Figure 1. Clock nets (run 1).
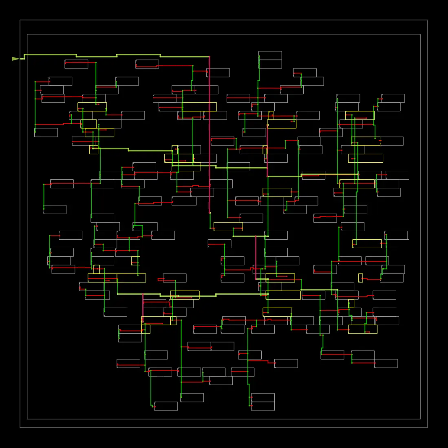
Figure 2. M2 wires (run 1).
(4 px per um)
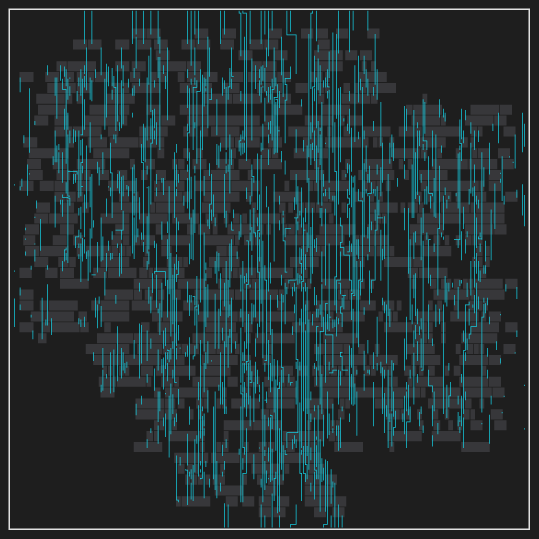
Figure 3. Placement by cell class (run 1).
(3 px per um) Fill, decap, tap and diode cells in gray.
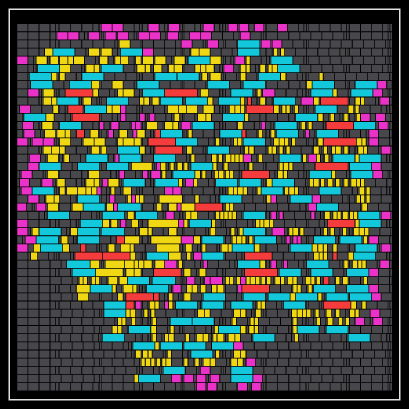
==> config.mk <==
export PLATFORM = sky130hd
export DESIGN_NAME = spi_reg_bridge
export DESIGN_NICKNAME = d
export VERILOG_FILES = /design/src/rtl/spi_reg_pkg.sv /design/src/rtl/spi_reg_sync.sv /design/src/rtl/spi_reg_bridge.sv
export SDC_FILE = /design/constraint.sdc
export NUM_CORES = 1
export LEC_CHECK = 0
export CAP_MARGIN = 20
export CORE_MARGIN = 2
export CORE_UTILIZATION = 35
export DETAILED_ROUTE_END_ITERATION = 8
export GPL_TIMING_DRIVEN = 0
export PLACE_DENSITY_LB_ADDON = 0.15
export SYNTH_ARGS = -nofsm -noshare
export SYNTH_HDL_FRONTEND = slang
export SYNTH_HIERARCHICAL = 1
export SYNTH_SLANG_ARGS = --single-unit
export TNS_END_PERCENT = 100
==> constraint.sdc <==
create_clock -name clk -period 1.85 [get_ports clk]
set_input_delay 0.37 -clock clk [delete_from_list [all_inputs] [get_ports clk]]
set_output_delay 0.37 -clock clk [all_outputs]
set_load 0.05 [all_outputs]
==> reports/qor.csv, run 1 <==
metric,value,unit
Max power group,the clock network,
Inserted Clock Buffers,17,
result of the run,finished clean,
Crit path required time,2130,ps
met3 routed wirelength,552,um
sequential cell count,144,
layout overhead on the synthesized area,32.5,%
flop2flop setup slack,100,ps
number of top-level pins,84,
drt total wl,13.9,mm
horizontal die dimension,130,um
clk pwr,3.55,mW
relative slew slack,0.645,
Power Internal,5.48,mW
flip-flop and latch share of the layout cell area,0.395,
via count of the first global-routing pass,4637,
most frequent logic cells in the routed design,"sky130_fd_sc_hd__nand2_1, sky130_fd_sc_hd__dfxtp_1, sky130_fd_sc_hd__a21oi_1, sky130_fd_sc_hd__dlygate4sd2_1, sky130_fd_sc_hd__clkdlybuf4s50_1",
clock-pin slew reported for the worst setup and hold paths after clock tree synthesis,60,ps
core occupancy in the finished layout,0.478,
Diodes inserted,0,
slack of the critical path,97.1,ps
non-clock buffer instance count of the final layout,139,
"Data arrival, critical path",2030,ps
Back to the opening pictures, Figure 1:
clkbuf count: 21
clock tree skew after final layout: 8.10 ps
number of clock sinks: 144
Clk Latency, worst-skew pair: 420 ps

Back to the opening pictures, Figure 2:
The layer holds 50% of the routed length. The wires run mostly vertical.
met2 Track Usage GR: 0.284
via count of the routed design: 4756

Back to the opening pictures, Figure 3:
Magenta is remaining buffers and delay cells, cells 139. Yellow is remaining logic cells, cells 446. Cyan is registers, cells 144. Red is clock drivers and dummy loads, cells 32.
Finished Cell Area: 7320 um^2
row count: 45

Figure 4. Clock wires, drivers and flops (run 1).
(4 px per um)
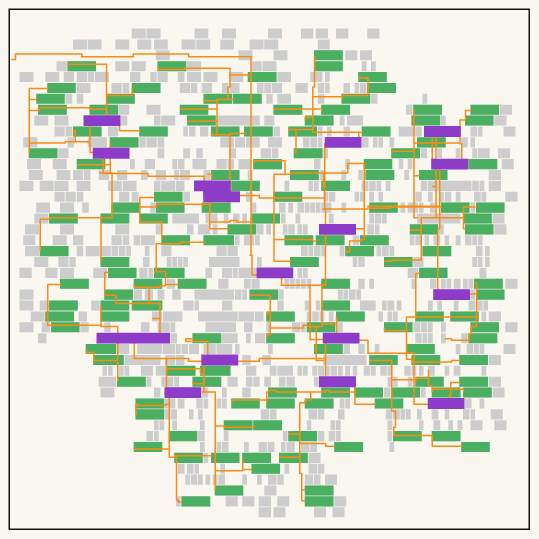

==> run 2: changes to the inputs <==
- ABC_AREA: unset -> 1
Figure 5. Clock wires, drivers and flops (run 2).
(4 px per um)
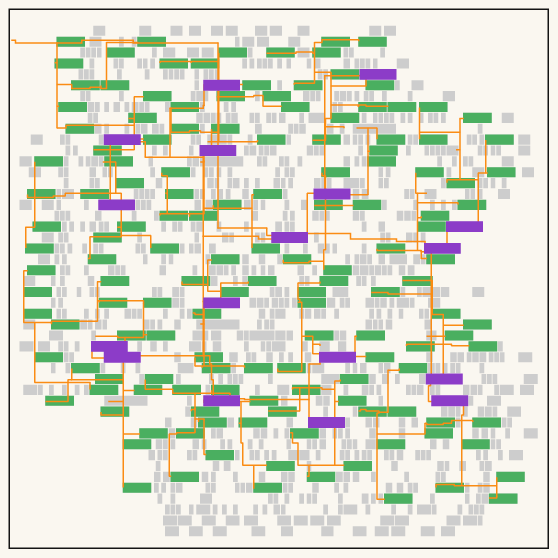
Green is flip-flops, count 144. Orange is clock wires, length 1880 um. Purple is clock-net drivers, count 17.
Position of the flops: spread over the die.
clock tree skew after final layout: 8.55 ps
Clock power frac: 0.521
clk pwr: 3.57 mW

==> reports/qor.csv, run 2 <==
metric,value,unit,change
result of the run,finished clean,,
grt total ovfl,0,,
Diodes inserted,0,,unchanged
clock-pin slew reported for the worst setup and hold paths after clock tree synthesis,60,ps,about the same
via count of the routed design,5430,,+14%
first-pass GRT wire length,24.4,mm,
Inserted Clock Buffers,17,,unchanged
final cell count without fillers,1211,,
sequential cell power,3.12,mW,
total of max-cap violations,0,,
met2 Track Usage GR,0.258,,-0.0260
CTS max path bufs,2,,
"Non-clock buffers, area share",0.135,,
clkbuf count,21,,unchanged
post-layout total power,6.86,mW,
sequential cell count,144,,unchanged
most frequent logic cells in the routed design,"sky130_fd_sc_hd__nand2_1, sky130_fd_sc_hd__nor2_1, sky130_fd_sc_hd__dfxtp_1, sky130_fd_sc_hd__inv_1, sky130_fd_sc_hd__nand3_1",,
flop2flop setup slack,160,ps,+60 ps
Levels on crit path,1,,
number of signal-net inverters in the final layout,70,,
Post CTS Setup Buffer Count,0,,
slack of the critical path,130,ps,+33.0 ps
core occupancy in the finished layout,0.461,,-0.0170
Max power group,the clock network,,
Die Ht,134,um,
final antenna-violating net count,0,,
met3 routed wirelength,530,um,-4.0%
Placement Setup Slack,-598,ps,
number of top-level pins,84,,unchanged
combinational fraction of the cell area,0.337,,
Final Hold Violation Tally,0,,
via count of the first global-routing pass,4967,,+7.1%
drt total wl,14.6,mm,+5.2%
multi-input combinational gate total,612,,
"Clk Latency, worst-skew pair",420,ps,about the same
Crit path required time,1480,ps,-650 ps
layout overhead on the synthesized area,28.4,%,
non-clock buffer instance count of the final layout,135,,-2.9%
relative slew slack,0.643,,-0.00178
number of clock sinks,144,,unchanged
horizontal die dimension,134,um,+3.7%
Power Internal,5.48,mW,about the same
Top Family by Delay on Critical Path,buffers and inverters,,
most frequent logic cell in the layout,sky130_fd_sc_hd__nand2_1,,
core area,16600,um^2,
"Data arrival, critical path",1350,ps,-680 ps
Figure 6. Placement by cell class (run 2).
(3 px per um) Fill, decap, tap and diode cells in gray.
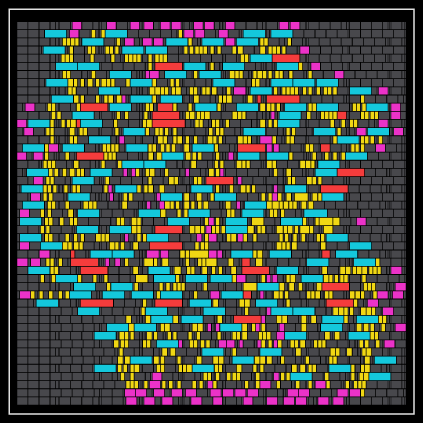
Red is clock drivers and dummy loads, cells 30. Cyan is registers, cells 144. Yellow is remaining logic cells, cells 682. Magenta is remaining buffers and delay cells, cells 135.
Finished Cell Area: 7640 um^2
row count: 47
flip-flop and latch share of the layout cell area: 0.377

No activity file was given, so power comes from the tool's default toggle rates.
